Fig. 1: run 1, clock distribution
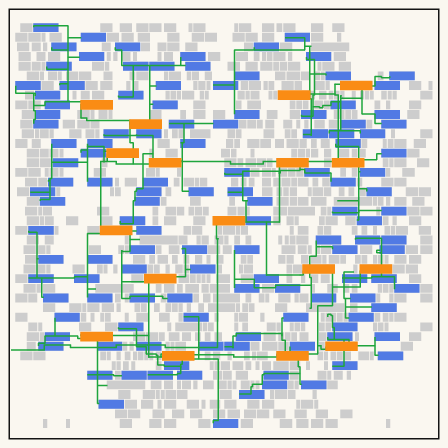
Fig. 2: run 1, placed cells, one color a class
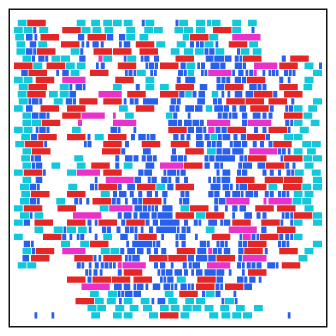
Fig. 3: run 1, routing congestion
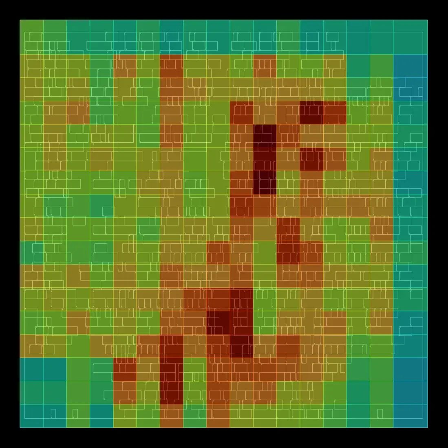
===== config.mk =====
export PLATFORM = sky130hd
export DESIGN_NAME = fetch_stage_flat
export DESIGN_NICKNAME = d
export VERILOG_FILES = /design/src/rtl/fetch_stage_if.sv /design/src/rtl/fetch_stage.sv /design/src/flat_wrapper.sv
export SDC_FILE = /design/constraint.sdc
export NUM_CORES = 1
export LEC_CHECK = 0
export CORE_UTILIZATION = 40
export CTS_BUF_LIST = sky130_fd_sc_hd__clkbuf_16
export CTS_CLUSTER_DIAMETER = 80
export DETAILED_ROUTE_END_ITERATION = 6
export PLACE_DENSITY = 0.73
export SLEW_MARGIN = 10
export SYNTH_ARGS = -nofsm -noshare
export SYNTH_HDL_FRONTEND = slang
export SYNTH_SLANG_ARGS = --single-unit

===== constraint.sdc =====
create_clock -name clk -period 4.93 [get_ports clk]
set_input_delay 0.986 -clock clk [delete_from_list [all_inputs] [get_ports clk]]
set_output_delay 0.986 -clock clk [all_outputs]
set_load 0.005 [all_outputs]

===== src/rtl/fetch_stage_if.sv =====
// rtl/fetch_stage_if.sv - fetch stage bus: instruction memory, pipeline control and IF/ID outputs
interface fetch_stage_if;
  logic [31:0] imem_pc;
  logic [31:0] imem_instr;
  logic        stall;
  logic        flush;
  logic        redirect;
  logic [31:0] redirect_pc;
  logic        id_valid;
  logic [31:0] id_pc;
  logic [31:0] id_instr;
  logic [31:0] id_pc_plus4;
  logic        misalign;
  logic        halted;

  modport master (
    output imem_pc, id_valid, id_pc, id_instr, id_pc_plus4, misalign, halted,
    input  imem_instr, stall, flush, redirect, redirect_pc
  );

  modport slave (
    input  imem_pc, id_valid, id_pc, id_instr, id_pc_plus4, misalign, halted,
    output imem_instr, stall, flush, redirect, redirect_pc
  );
endinterface


===== src/rtl/fetch_stage.sv =====
// rtl/fetch_stage.sv - instruction fetch stage: PC, IF/ID register, redirect/stall/flush, halt on EBREAK
// Optional feature: define FETCH_HALT_EBREAK_EN to halt fetch after capturing EBREAK.
module fetch_stage #(
  parameter logic [31:0] RESET_PC  = 32'h0000_0000,
  parameter logic [31:0] NOP_INSTR = 32'h0000_0013
) (
  input  logic          clk,
  input  logic          rst_n,
  fetch_stage_if.master bus
);

  typedef enum logic [1:0] {
    BOOT = 2'd0,
    RUN  = 2'd1,
    HALT = 2'd2
  } state_t;

  localparam logic [31:0] EBREAK_INSTR = 32'h0010_0073;
  localparam logic [31:0] WORD_MASK    = ~32'h0000_0003;

  state_t      state;
  logic [31:0] pc_q;
  logic        id_valid_q;
  logic [31:0] id_pc_q;
  logic [31:0] id_instr_q;
  logic [31:0] id_pc_plus4_q;
  logic        misalign_q;
  logic        halted_q;

  assign bus.imem_pc     = pc_q;
  assign bus.id_valid    = id_valid_q;
  assign bus.id_pc       = id_pc_q;
  assign bus.id_instr    = id_instr_q;
  assign bus.id_pc_plus4 = id_pc_plus4_q;
  assign bus.misalign    = misalign_q;
  assign bus.halted      = halted_q;

  always_ff @(posedge clk) begin
    if (!rst_n) begin
      state         <= BOOT;
      pc_q          <= RESET_PC;
      id_valid_q    <= 1'b0;
      id_pc_q       <= 32'h0000_0000;
      id_instr_q    <= NOP_INSTR;
      id_pc_plus4_q <= 32'h0000_0004;
      misalign_q    <= 1'b0;
      halted_q      <= 1'b0;
    end else begin
      misalign_q <= 1'b0;
      case (state)
        BOOT: begin
          state <= RUN;
        end

        RUN: begin
          if (bus.redirect) begin
            pc_q       <= bus.redirect_pc & WORD_MASK;
            id_valid_q <= 1'b0;
            id_instr_q <= NOP_INSTR;
            misalign_q <= |bus.redirect_pc[1:0];
          end else if (bus.flush) begin
            id_valid_q <= 1'b0;
            id_instr_q <= NOP_INSTR;
            if (!bus.stall) begin
              pc_q <= pc_q + 32'd4;
            end
          end else if (!bus.stall) begin
            id_instr_q    <= bus.imem_instr;
            id_pc_q       <= pc_q;
            id_pc_plus4_q <= pc_q + 32'd4;
            id_valid_q    <= 1'b1;
            pc_q          <= pc_q + 32'd4;
`ifdef FETCH_HALT_EBREAK_EN
            if (bus.imem_instr == EBREAK_INSTR) begin
              state    <= HALT;
              halted_q <= 1'b1;
            end
`endif
          end
        end

        HALT: begin
          // A stall keeps the EBREAK visible in IF/ID until decode is ready.
          if (bus.redirect) begin
            pc_q       <= bus.redirect_pc & WORD_MASK;
            id_valid_q <= 1'b0;
            id_instr_q <= NOP_INSTR;
            misalign_q <= |bus.redirect_pc[1:0];
            state      <= RUN;
            halted_q   <= 1'b0;
          end else if (!bus.stall) begin
            id_valid_q <= 1'b0;
            id_instr_q <= NOP_INSTR;
          end
        end

        default: begin
          state <= BOOT;
        end
      endcase
    end
  end

endmodule


===== src/flat_wrapper.sv =====
// flat-port wrapper written by rule: the top's interface ports become plain ports
module fetch_stage_flat 
#(
  parameter logic [31:0] RESET_PC  = 32'h0000_0000,
  parameter logic [31:0] NOP_INSTR = 32'h0000_0013
)
  (clk, rst_n, bus_imem_pc, bus_id_valid, bus_id_pc, bus_id_instr, bus_id_pc_plus4, bus_misalign, bus_halted, bus_imem_instr, bus_stall, bus_flush, bus_redirect, bus_redirect_pc);
  fetch_stage_if bus_i ();
  input  logic clk;
  input  logic rst_n;
  output wire logic [$bits(bus_i.imem_pc)-1:0] bus_imem_pc;
  output wire logic [$bits(bus_i.id_valid)-1:0] bus_id_valid;
  output wire logic [$bits(bus_i.id_pc)-1:0] bus_id_pc;
  output wire logic [$bits(bus_i.id_instr)-1:0] bus_id_instr;
  output wire logic [$bits(bus_i.id_pc_plus4)-1:0] bus_id_pc_plus4;
  output wire logic [$bits(bus_i.misalign)-1:0] bus_misalign;
  output wire logic [$bits(bus_i.halted)-1:0] bus_halted;
  input wire logic [$bits(bus_i.imem_instr)-1:0] bus_imem_instr;
  input wire logic [$bits(bus_i.stall)-1:0] bus_stall;
  input wire logic [$bits(bus_i.flush)-1:0] bus_flush;
  input wire logic [$bits(bus_i.redirect)-1:0] bus_redirect;
  input wire logic [$bits(bus_i.redirect_pc)-1:0] bus_redirect_pc;
  assign bus_imem_pc = bus_i.imem_pc;
  assign bus_id_valid = bus_i.id_valid;
  assign bus_id_pc = bus_i.id_pc;
  assign bus_id_instr = bus_i.id_instr;
  assign bus_id_pc_plus4 = bus_i.id_pc_plus4;
  assign bus_misalign = bus_i.misalign;
  assign bus_halted = bus_i.halted;
  assign bus_i.imem_instr = bus_imem_instr;
  assign bus_i.stall = bus_stall;
  assign bus_i.flush = bus_flush;
  assign bus_i.redirect = bus_redirect;
  assign bus_i.redirect_pc = bus_redirect_pc;
  fetch_stage #(.RESET_PC(RESET_PC), .NOP_INSTR(NOP_INSTR)) u_core (.clk(clk), .rst_n(rst_n), .bus(bus_i));
endmodule

==> results.toml, run 1 <==
# generated from flow reports
[synthesis]
syn_avg_cell_area_um2 = 8.18
yosysWarningCount = 0
xor_share_pct = 4.05
synth.comb.largest_family = "AND-OR/OR-AND gates"
synthAoiAreaFrac_pct = 22.8
synth_top_area_share_pct = 44.5

[floorplanning]
core_area_mm2 = 0.0135
die_y_um = 121
ios = 200
die-area_mm2 = 0.0145

[critical_path]
crit_start = "bus_stall"
r2r_slack_ns = 2.43
arrival_ns = 3.16
path_cells = "clkdlybuf4s50_1 > or3b_1 > nor2_4 > buf_4 > nor2_1 > a211oi_1"
r2r-end = "u_core.bus.imem_pc[28]"
r2r_start = "u_core.bus.imem_pc[2]"
crit_end = "u_core.bus.id_pc_plus4[8]"

[clock_network]
root_buffer = "clkbuf_16"
clkTransAtPathRegs_ns = 0.06
ctsHoldBuffers = 0
cts_buffers = 17
cts_resized = 0

[drt]
ant_nets = 0
first_pass_iters = 5
drt-total-wl_um = 17300
drt_iter0_markers = 450

[power]
p_switching_w = 0.000607
p_comb_w = 0.000249
p_sw_share_pct = 22.3
total_power_w = 0.00272
top_power_group = "clock"

[global_routing]
grt_overflow = 0
antenna_found_initial = 0

[timing]
skew_ns = 0.00888
fin_crit_sh_pct = 57.4
rsz0062_at_grt = "no"
finalMaxSlewViolations = 0
period_minus_slack_ns = 2.83

[layout]
regArea_mm2 = 0.00250
seq_share_pct = 30.6
n_all_buffers = 199
area_delta_synth_final_pct = 45.5
fin_nets = 911

[place]
placedCellCount = 998

[hold_path]
hold_start = "u_core.bus.id_pc[4]"

[run_status]
status = "completed"
About Fig. 1:
[orange] clock-net drivers | count: 17
[green] clock wires | length: 1600 um
[blue] flip-flops | count: 125
routed clock nets: 18
flops lie: all over the die

About Fig. 2:
[magenta] clock drivers and dummy loads | cells: 32 | share of their area: 8.2%
[red] sequential cells | cells: 125 | share of their area: 31%
[blue] remaining logic cells | cells: 498 | share of their area: 36%
[cyan] remaining buffers and delay cells | cells: 199 | share of their area: 25%

About Fig. 3:
Util after Layout: 60.8%
met1 global-route usage: 27.4%
GR Util All Layers: 23.9%

==> run 2, diff against run 1 <==
clock period = 2.9 ns   (was 4.93 ns; I/O delays follow)
==> results.toml, run 2 <==
# generated from flow reports
[run_status]
status = "completed"

[global_routing]
antenna_found_initial = 0
grt_usage_pct = 24.3
grt_overflow = 0

[clock_network]
cts_resized = 0
ctsHoldBuffers = 0
clkTransAtPathRegs_ns = 0.06

[critical_path]
arrival_ns = 2.69
r2r_start = "u_core.bus.imem_pc[3]"
crit_start = "u_core.bus.imem_pc[3]"
path_cells = "ha_1 > nand4_2 > nor2_2 > nand4_1 > or3_1 > a31oi_1"

[synthesis]
synth.comb.largest_family = "AND-OR/OR-AND gates"
xor_share_pct = 4.05

[floorplanning]
core_area_mm2 = 0.0135
die-area_mm2 = 0.0145
die_y_um = 121

[power]
top_power_group = "clock"
p_switching_w = 0.00100
p_sw_share_pct = 24.1

[layout]
n_all_buffers = 215
regArea_mm2 = 0.00250
area_delta_synth_final_pct = 45.9

[drt]
drt-total-wl_um = 17600
ant_nets = 0

[timing]
fin_crit_sh_pct = 81.4
rsz0062_at_grt = "no"

[hold_path]
hold_start = "u_core.bus.id_pc[26]"
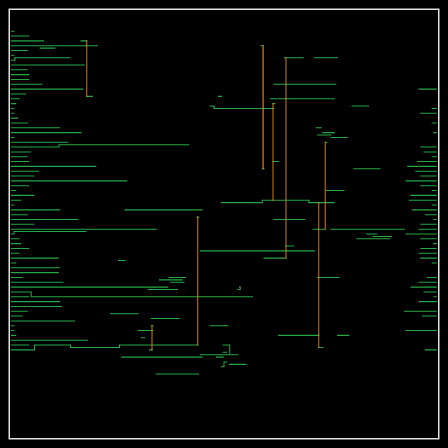
Fig. 4. Wiring by layer (run 2).
Two of the layers only.
[green] M3 | wire length: 1320 um
[orange] M4 | wire length: 242 um

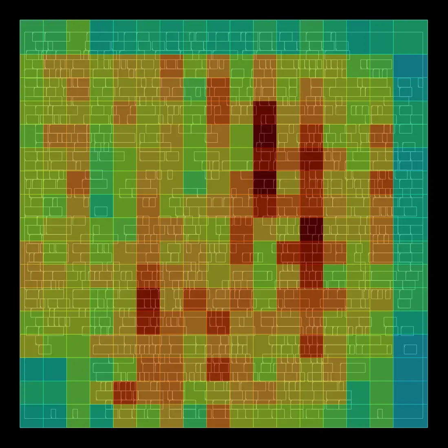
Fig. 5. Routing congestion (run 2).
met2 GRT Util: 39.4%
Util after Layout: 61.0%
per-cell routed wire length: 16.8 um
GRT Max-Usage Layer: met2
met3 usage: 7.69%

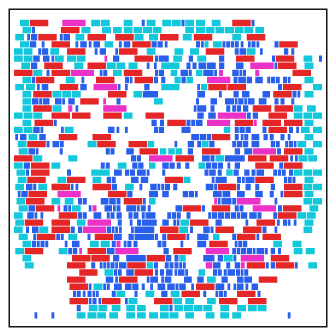
Fig. 6. Placed cells, one color a class (run 2).
[red] sequential cells | cells: 125 | share of their area: 31%
[magenta] clock drivers and dummy loads | cells: 31 | share of their area: 6.5%
[cyan] remaining buffers and delay cells | cells: 215 | share of their area: 27%
[blue] remaining logic cells | cells: 498 | share of their area: 36%

==> run 3, diff against run 2 <==
clock period = 2.4 ns   (was 2.9 ns; I/O delays follow)
==> results.toml, run 3 <==
# generated from flow reports
[layout]
fin_nets = 940
area_delta_synth_final_pct = 48.7
n_all_buffers = 228

[critical_path]
crit_start = "u_core.bus.imem_pc[3]"
crit_end = "u_core.bus.imem_pc[22]"
path_cells = "ha_1 > nand4_2 > nor2_2 > nand4_1 > or4_1 > o21ai_0"
arrival_ns = 2.51

[global_routing]
grt_overflow = 0
grtUsageMet1_pct = 29.2
busiest_layer = "met2"
antenna_found_initial = 0
grt_usage_pct = 24.5

[timing]
fin_crit_sh_pct = 91.2
rsz0062_at_grt = "no"
skew_ns = 0.0104

[drt]
first_pass_iters = 5

[power]
p_switching_w = 0.00121
total_power_w = 0.00524
top_power_group = "clock"

[clock_network]
ctsHoldBuffers = 0

[synthesis]
syn_avg_cell_area_um2 = 8.18
yosysWarningCount = 0

[run_status]
status = "completed"
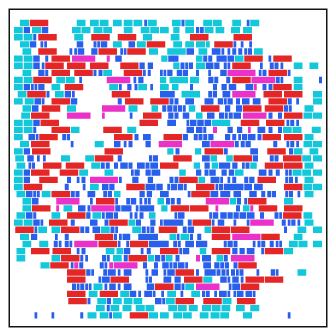
Fig. 7. Placed cells, one color a class (run 3).
[magenta] clock drivers and dummy loads | cells: 31 | share of their area: 6.9%
[cyan] remaining buffers and delay cells | cells: 228 | share of their area: 27%
[red] sequential cells | cells: 125 | share of their area: 31%
[blue] remaining logic cells | cells: 498 | share of their area: 35%

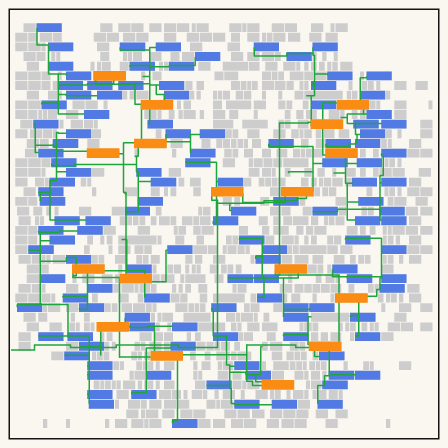
Fig. 8. Clock distribution (run 3).
[orange] clock-net drivers | count: 17
[green] clock wires | length: 1590 um
[blue] flip-flops | count: 125
flops lie: all over the die

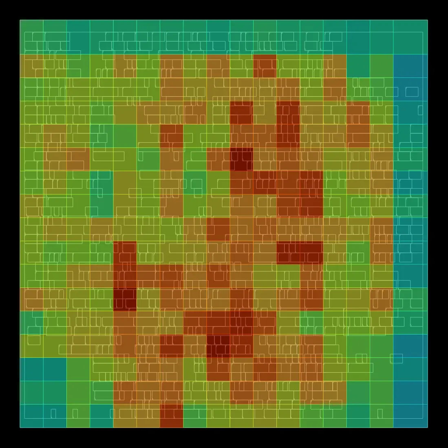
Fig. 9. Routing congestion (run 3).
Util after Layout: 62.1%
per-cell routed wire length: 16.5 um

